==> src/rtl/serial_rx_pkg.sv <==
// Shared types and frame constants for the serial keystroke receiver.
package serial_rx_pkg;

  typedef enum logic [1:0] {
    IDLE   = 2'd0,
    DATA   = 2'd1,
    PARITY = 2'd2,
    STOP   = 2'd3
  } state_e;

  localparam int unsigned DATA_BITS = 8;
  localparam logic        START_BIT = 1'b0;
  localparam logic        STOP_BIT  = 1'b1;

endpackage

==> src/rtl/sync_edge.sv <==
// Multi-flop synchronizer preset to the idle-high level, with a falling-edge pulse
// derived from the synchronized output.
module sync_edge #(
  parameter int unsigned STAGES = 2
) (
  input  logic clk,
  input  logic rst_n,
  input  logic i_d,
  output logic o_q,
  output logic o_fall
);

  logic [STAGES-1:0] r_sync;
  logic              r_prev;

  always_ff @(posedge clk or negedge rst_n) begin
    if (!rst_n) begin
      r_sync <= '1;
      r_prev <= 1'b1;
    end else begin
      r_sync <= {r_sync[STAGES-2:0], i_d};
      r_prev <= r_sync[STAGES-1];
    end
  end

  assign o_q    = r_sync[STAGES-1];
  assign o_fall = r_prev & ~r_sync[STAGES-1];

endmodule

==> src/rtl/serial_frame_rx.sv <==
// Two-wire serial frame receiver with valid/ready byte output.
// Optional odd-parity frame format enabled by defining TAPPY_RX_PARITY_EN.
module serial_frame_rx
  import serial_rx_pkg::*;
#(
  parameter int unsigned SYNC_STAGES    = 2,
  parameter int unsigned TIMEOUT_CYCLES = 1000,
  parameter int unsigned TW             = 10
) (
  input  logic                 clk,
  input  logic                 rst_n,
  input  logic                 ser_clk,
  input  logic                 ser_dat,
  output logic [DATA_BITS-1:0] out_data,
  output logic                 out_valid,
  input  logic                 out_ready,
  output logic                 frame_err,
  output logic                 overrun,
  output logic                 timeout
);

  logic w_clk_fall, w_clk_s, w_dat_s, w_dat_fall_unused;

  sync_edge #(.STAGES(SYNC_STAGES)) u_sync_clk (
    .clk    (clk),
    .rst_n  (rst_n),
    .i_d    (ser_clk),
    .o_q    (w_clk_s),
    .o_fall (w_clk_fall)
  );

  sync_edge #(.STAGES(SYNC_STAGES)) u_sync_dat (
    .clk    (clk),
    .rst_n  (rst_n),
    .i_d    (ser_dat),
    .o_q    (w_dat_s),
    .o_fall (w_dat_fall_unused)
  );

  state_e               r_state, w_state_d;
  logic [DATA_BITS-1:0] r_shift, w_shift_d;
  logic [2:0]           r_bitcnt, w_bitcnt_d;
  logic [TW-1:0]        r_tcnt, w_tcnt_d;
  logic                 r_fall, r_bit;
  logic [DATA_BITS-1:0] r_data, w_data_d;
  logic                 r_valid, w_valid_d;
  logic                 r_ferr, w_ferr_d;
  logic                 r_ovr, w_ovr_d;
  logic                 r_tout, w_tout_d;
  logic                 w_good, w_drain;
`ifdef TAPPY_RX_PARITY_EN
  logic                 r_par_ok, w_par_ok_d;
`endif

  assign w_drain = r_valid & out_ready;

  always_comb begin
    w_state_d  = r_state;
    w_shift_d  = r_shift;
    w_bitcnt_d = r_bitcnt;
    w_tcnt_d   = r_tcnt;
    w_ferr_d   = 1'b0;
    w_tout_d   = 1'b0;
    w_good     = 1'b0;
`ifdef TAPPY_RX_PARITY_EN
    w_par_ok_d = r_par_ok;
`endif

    // Saturating inter-edge counter; any edge restarts the window.
    if (r_fall) begin
      w_tcnt_d = '0;
    end else if (r_state != IDLE && r_tcnt != TW'(TIMEOUT_CYCLES)) begin
      w_tcnt_d = r_tcnt + TW'(1);
    end

    if (r_fall) begin
      unique case (r_state)
        IDLE: begin
          if (r_bit == START_BIT) begin
            w_state_d  = DATA;
            w_bitcnt_d = '0;
          end else begin
            w_ferr_d = 1'b1;
          end
        end
        DATA: begin
          w_shift_d  = {r_bit, r_shift[DATA_BITS-1:1]};
          w_bitcnt_d = r_bitcnt + 3'd1;
          if (r_bitcnt == 3'(DATA_BITS - 1)) begin
`ifdef TAPPY_RX_PARITY_EN
            w_state_d = PARITY;
`else
            w_state_d = STOP;
`endif
          end
        end
`ifdef TAPPY_RX_PARITY_EN
        PARITY: begin
          w_par_ok_d = (^r_shift) ^ r_bit;
          w_state_d  = STOP;
        end
`endif
        STOP: begin
          w_state_d = IDLE;
`ifdef TAPPY_RX_PARITY_EN
          if (r_bit == STOP_BIT && r_par_ok) w_good = 1'b1;
`else
          if (r_bit == STOP_BIT) w_good = 1'b1;
`endif
          else w_ferr_d = 1'b1;
        end
        default: w_state_d = IDLE;
      endcase
    end else if (r_state != IDLE && r_tcnt == TW'(TIMEOUT_CYCLES - 1)) begin
      w_tout_d  = 1'b1;
      w_state_d = IDLE;
    end
  end

  // Holding register: a drain in the same cycle frees the slot for a new byte.
  always_comb begin
    w_data_d  = r_data;
    w_valid_d = r_valid & ~w_drain;
    w_ovr_d   = 1'b0;
    if (w_good) begin
      if (!r_valid || w_drain) begin
        w_data_d  = r_shift;
        w_valid_d = 1'b1;
      end else begin
        w_ovr_d = 1'b1;
      end
    end
  end

  always_ff @(posedge clk or negedge rst_n) begin
    if (!rst_n) begin
      r_state  <= IDLE;
      r_shift  <= '0;
      r_bitcnt <= '0;
      r_tcnt   <= '0;
      r_fall   <= 1'b0;
      r_bit    <= 1'b1;
      r_data   <= '0;
      r_valid  <= 1'b0;
      r_ferr   <= 1'b0;
      r_ovr    <= 1'b0;
      r_tout   <= 1'b0;
`ifdef TAPPY_RX_PARITY_EN
      r_par_ok <= 1'b0;
`endif
    end else begin
      r_state  <= w_state_d;
      r_shift  <= w_shift_d;
      r_bitcnt <= w_bitcnt_d;
      r_tcnt   <= w_tcnt_d;
      r_fall   <= w_clk_fall;
      r_bit    <= w_dat_s;
      r_data   <= w_data_d;
      r_valid  <= w_valid_d;
      r_ferr   <= w_ferr_d;
      r_ovr    <= w_ovr_d;
      r_tout   <= w_tout_d;
`ifdef TAPPY_RX_PARITY_EN
      r_par_ok <= w_par_ok_d;
`endif
    end
  end

  logic w_clk_s_unused;
  assign w_clk_s_unused = w_clk_s;

  assign out_data  = r_data;
  assign out_valid = r_valid;
  assign frame_err = r_ferr;
  assign overrun   = r_ovr;
  assign timeout   = r_tout;

endmodule

==> config.mk <==
export PLATFORM = sky130hd
export DESIGN_NAME = serial_frame_rx
export DESIGN_NICKNAME = d
export VERILOG_FILES = /design/src/rtl/serial_rx_pkg.sv /design/src/rtl/sync_edge.sv /design/src/rtl/serial_frame_rx.sv
export SDC_FILE = /design/constraint.sdc
export NUM_CORES = 1
export LEC_CHECK = 0
export ABC_AREA = 1
export CORE_ASPECT_RATIO = 1.4
export CORE_MARGIN = 4
export CORE_UTILIZATION = 37
export DETAILED_ROUTE_END_ITERATION = 8
export SLEW_MARGIN = 20
export SYNTH_ARGS = -nofsm -noshare
export SYNTH_HDL_FRONTEND = slang
export SYNTH_SLANG_ARGS = --single-unit
==> constraint.sdc <==
create_clock -name clk -period 3.4 [get_ports clk]
set_input_delay 0.68 -clock clk [delete_from_list [all_inputs] [get_ports clk]]
set_output_delay 0.68 -clock clk [all_outputs]
set_load 0.05 [all_outputs]
==> run_1/clk_routes.png <==
Drawn at 4 px/µm.
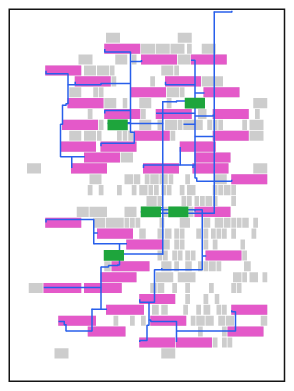
Key: magenta = flip-flops [count 42]; green = clock drivers [count 5]; blue = clock wires [length 524 µm]
There are 6 routed clock nets.

==> run_1/layer_met3.png <==
Drawn at 4 px/µm.
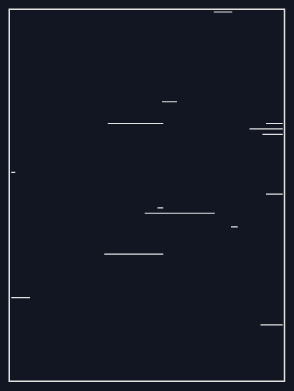
The wires run mostly horizontal. The layer carries 86.6 µm of wire. 10 nets have wire on it. The longest straight run is 17.2 µm.

==> run_1/wires.png <==
Drawn at 3 px/µm.
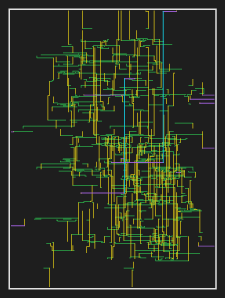
Key: yellow = metal 2 [wire length 1,570 µm]; cyan = metal 4 [wire length 88.4 µm]; green = metal 1 [wire length 1,510 µm]; purple = metal 3 [wire length 86.6 µm]

==> Changelog: implementation, run 1 <==
## Implementation

* Number of setup buffers added after CTS at 0
* Worst-margin pin slew at 920 ps
* Logic area at 679 µm²
* Nets at 236
* Clock-pin slew on the worst setup and hold paths at 80 ps
* Die area at 0.00634 mm²
* Seq share, synth at 0.559
* Post-synth top area cell: dfrtp_1
* Dominant register cell: dfrtp_1
* MaxCap Viol Count at 0
* WP buf/inv at 1
* Setup TNS at 0 ps
* Cell area after synthesis at 0.00189 mm²
* Crit start category: flip-flop
* Hold-critical path depth at 0
* Max-slew violations at 0
* Max-area cell share at 0.476
* Reg area at 0.00106 mm²
* CP peak stage delay at 810 ps
* Status: completed
* Initial antenna violation count at 0
* FP Rows at 30
* CP arrival at 1470 ps
* Floorplan core density at 0.385
* Initial DRC count at about 64
* Layout cells sized above 1 at 0.162
* Final setup viols at 0
* Leakage at 1.07 nW
* CP Capture Type: output pin
* # IOs at 17
* Max clock buf depth at 2
* Max Fclk at 0.466 GHz
* Largest net degree at the start of global routing at 43
* ANT cells at 0
* Gr usage total at 0.120
* Die extent in x at 68.5 µm
* Worst hold slack at 357 ps
* CP max-delay cell: clkdlybuf4s50_1
* Top cell excl fill/tap: nand2_1
* DRC Markers at 0
* GP Congestion at a little under 0.8
* Clock skew at 6.31 ps
* Number of stages on the worst setup path at 1
* Core area at 0.00492 mm²
* Worst R2R Path Depth at 5
* Yosys Instances at 207
* Post-detail-place hpwl at 2270 µm
-- run 1: sequential cells by signal, indices dropped and copies added (netlist names), 2 cells and up --
register	count
r_bitcnt	3
out_data	8
u_sync_clk.r_sync	2
r_tcnt	10
r_state	2
r_shift	8
u_sync_dat.r_sync	2
-- run 1: through the flow --
step | cell area [µm²] | std cells | setup slack (ps) | util | power [mW]
CTS | 2200 | 292 | 1230 | 0.447 | 0.997
detailed placement | 2100 | 284 | 1390 | 0.428 | 0.658
finish | 2200 | 292 | 1250 | 0.447 | 0.976
global placement | 2100 | 284 | 1410 | 0.428 | 0.656
floorplan | 1890 | 207 | 2040 | - | 0.623
global route | 2200 | 292 | 1200 | 0.447 | 1.03
-- run 1: synthesized netlist by cell type, drive strengths merged (2+ instances only) --
cell type	n
nand2	58
dfrtp	36
inv	33
o21ai	21
nor2	16
nand3	9
nand4	7
dfstp	6
buf	4
ha	4
a21oi	3
a22o	2
nor3	2
o22ai	2
-- run 1: cell type report --
type / instances / area share
inverters: 33 / 0.0563
repair buffers: 17 / 0.0739
flip-flops and latches: 42 / 0.481
well taps: 64 / 0.0364
clock buffers: 6 / 0.0375
clock inverters: 2 / 0.00569
multi-input cells: 128 / 0.309
-- run 1: worst paths after layout --
kind	start	end	slack, ps
setup reg to reg	r_fall$_DFF_PN0_	r_bitcnt[1]$_DFFE_PN0P_	1540
setup / recovery	out_data[6]$_DFFE_PN0P_	out_data[6]	1250
hold / removal	u_sync_clk.r_sync[0]$_DFF_PN1_	u_sync_clk.r_sync[1]$_DFF_PN1_	360
min in group asynchronous	rst_n	r_tcnt[8]$_DFFE_PN0P_	520
max in group asynchronous	rst_n	r_shift[0]$_DFFE_PN0N_	2310
hold reg to reg	u_sync_clk.r_sync[0]$_DFF_PN1_	u_sync_clk.r_sync[1]$_DFF_PN1_	360
-- run 1: per-layer routing --
metal	part of all wire	GRT usage	vias to the layer above
met5	0	0	-
met2	0.48	0.179	15
met1	0.46	0.154	652
met3	0.026	0.0328	6
li1	-	-	694
met4	0.027	0.0630	0
-- run 1: cell families (layout without fill, tap and decap cells) --
family / Yosys count / after routing / share of synthesized area
adder cells (fa/ha/maj): 4 / 4 / 0.0264
multiplexers: 1 / 1 / 0.00793
AND/OR/NAND/NOR: 93 / 93 / 0.205
XOR/XNOR: 1 / 1 / 0.00463
buffers and inverters: 37 / 58 / 0.0820
AND-OR/OR-AND: 29 / 29 / 0.115
flip-flops: 42 / 42 / 0.559
-- run 1: report_power, final --
part	total (mW)	internal, mW	switching [mW]
registers	0.548	0.531	0.0176
logic	0.0967	0.0311	0.0656
clock network	0.332	0.163	0.168
total	0.976	0.725	0.252
==> run 2: changes to the inputs <==
- clock period: 3.4 -> 1.85 ns (I/O delays scaled with it)
==> run_2/clocks.png <==
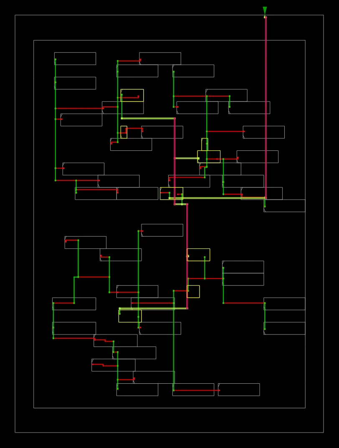
clock group power: 564 µW
Skew-Pair Late Insertion Delay: 290 ps
Sink Count: 42

==> Changelog: implementation, run 2 <==
## Implementation

* Status: completed
* WP buf/inv at 1
* Gr usage total at 0.121
* Max-slew violations at 0
* Floorplan core density at 0.385
* FP Rows at 30
* CP arrival at 1420 ps
* Number of stages on the worst setup path at 1
* Top cell excl fill/tap: nand2_1
* Layout cells sized above 1 at 0.207
* Max-area cell share at 0.476
* Seq share, synth at 0.559
* Largest register FFs at 10
* CP startpoint: out_valid$_DFF_PN0_
* Biggest register: r_tcnt
* Dominant register cell: dfrtp_1
* Yosys Instances at 207
* Max clock buf depth at 2
* CP Capture Type: output pin
* Initial antenna violation count at 0
* Die extent in x at 68.5 µm
==> run_2/logic_types.png <==
Drawn at 3 px/µm.
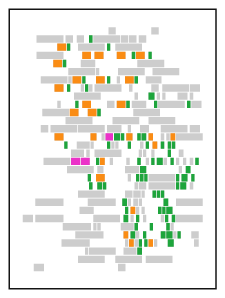
Key: green = nand cells [cells 74, most used nand2_1]; orange = aoi and oai cells [cells 26, most used o21ai_2]; magenta = non-inverting ao/oa cells [cells 3, most used a22o_1]

-- run 2: report_power, final --
group	switching, mW	internal [mW]	leakage (nW)
clock network	0.297	0.267	0.0385
registers	0.0335	0.975	0.560
logic	0.119	0.0621	0.498
total	0.450	1.30	1.10
-- run 2: kinds of logic (layout without fill, tap and decap cells) --
group,Yosys count,in the layout,share of synthesized area
xor gates and xnor gates,1,1,0.00463
and+or+nand+nor,93,93,0.205
buffers and inverters,37,62,0.0820
adders and majority gates,4,4,0.0264
AOI/OAI and AO/OA,29,29,0.115
DFF,42,42,0.559
muxes,1,1,0.00793
-- run 2: area by class of cell --
class                      count  area, µm²
sequential                    42       1060
clock inverter                 1       7.51
inverter                      33        124
clock buffer                   7       76.3
timing repair buffer          21        170
multi-input combinational    128        679
fill                         502       2720
tap                           64       80.1
-- run 2: metrics by stage --
| stage | utilization | instance area (µm²) | instances | worst slack [ps] |
|---|---|---|---|---|
| floorplan | - | 1890 | 207 | 506 |
| global placement | 0.430 | 2110 | 288 | 347 |
| detailed placement | 0.430 | 2110 | 288 | 344 |
| CTS | 0.447 | 2200 | 296 | 41.5 |
| global route | 0.447 | 2200 | 296 | 8.53 |
| finish | 0.447 | 2200 | 296 | 59.0 |
-- run 2: final timing paths --
path,slack [ps],to
hold reg to reg,360,u_sync_dat.r_sync[1]$_DFF_PN1_
setup reg to reg,370,r_tcnt[5]$_DFFE_PN0P_
min in group clk,360,u_sync_dat.r_sync[1]$_DFF_PN1_
hold / removal,140,r_tcnt[1]$_DFFE_PN0P_
setup / recovery,60,out_valid
max in group asynchronous,1340,r_bit$_DFF_PN1_
-- run 2: worst reg2reg max path: stages, from the launching register on --
cell     delay [ps]
dfrtp_1         400
inv_1           110
ha_1            150
nand2_1          50
inv_1            50
nand2_1          50
nor2_1           80
nor2_1           70
nor2_1          280
nand2_1         110
nand2_1          70
-- run 2: per-layer routing --
layer	global-route usage	vias up	wire length (µm)
li1	-	697	-
met1	0.152	636	1570
met2	0.183	30	1630
met3	0.0291	12	118
met4	0.0746	0	138
met5	0	-	0
Power figures rest on the tool's default switching activity, not on a simulated workload.
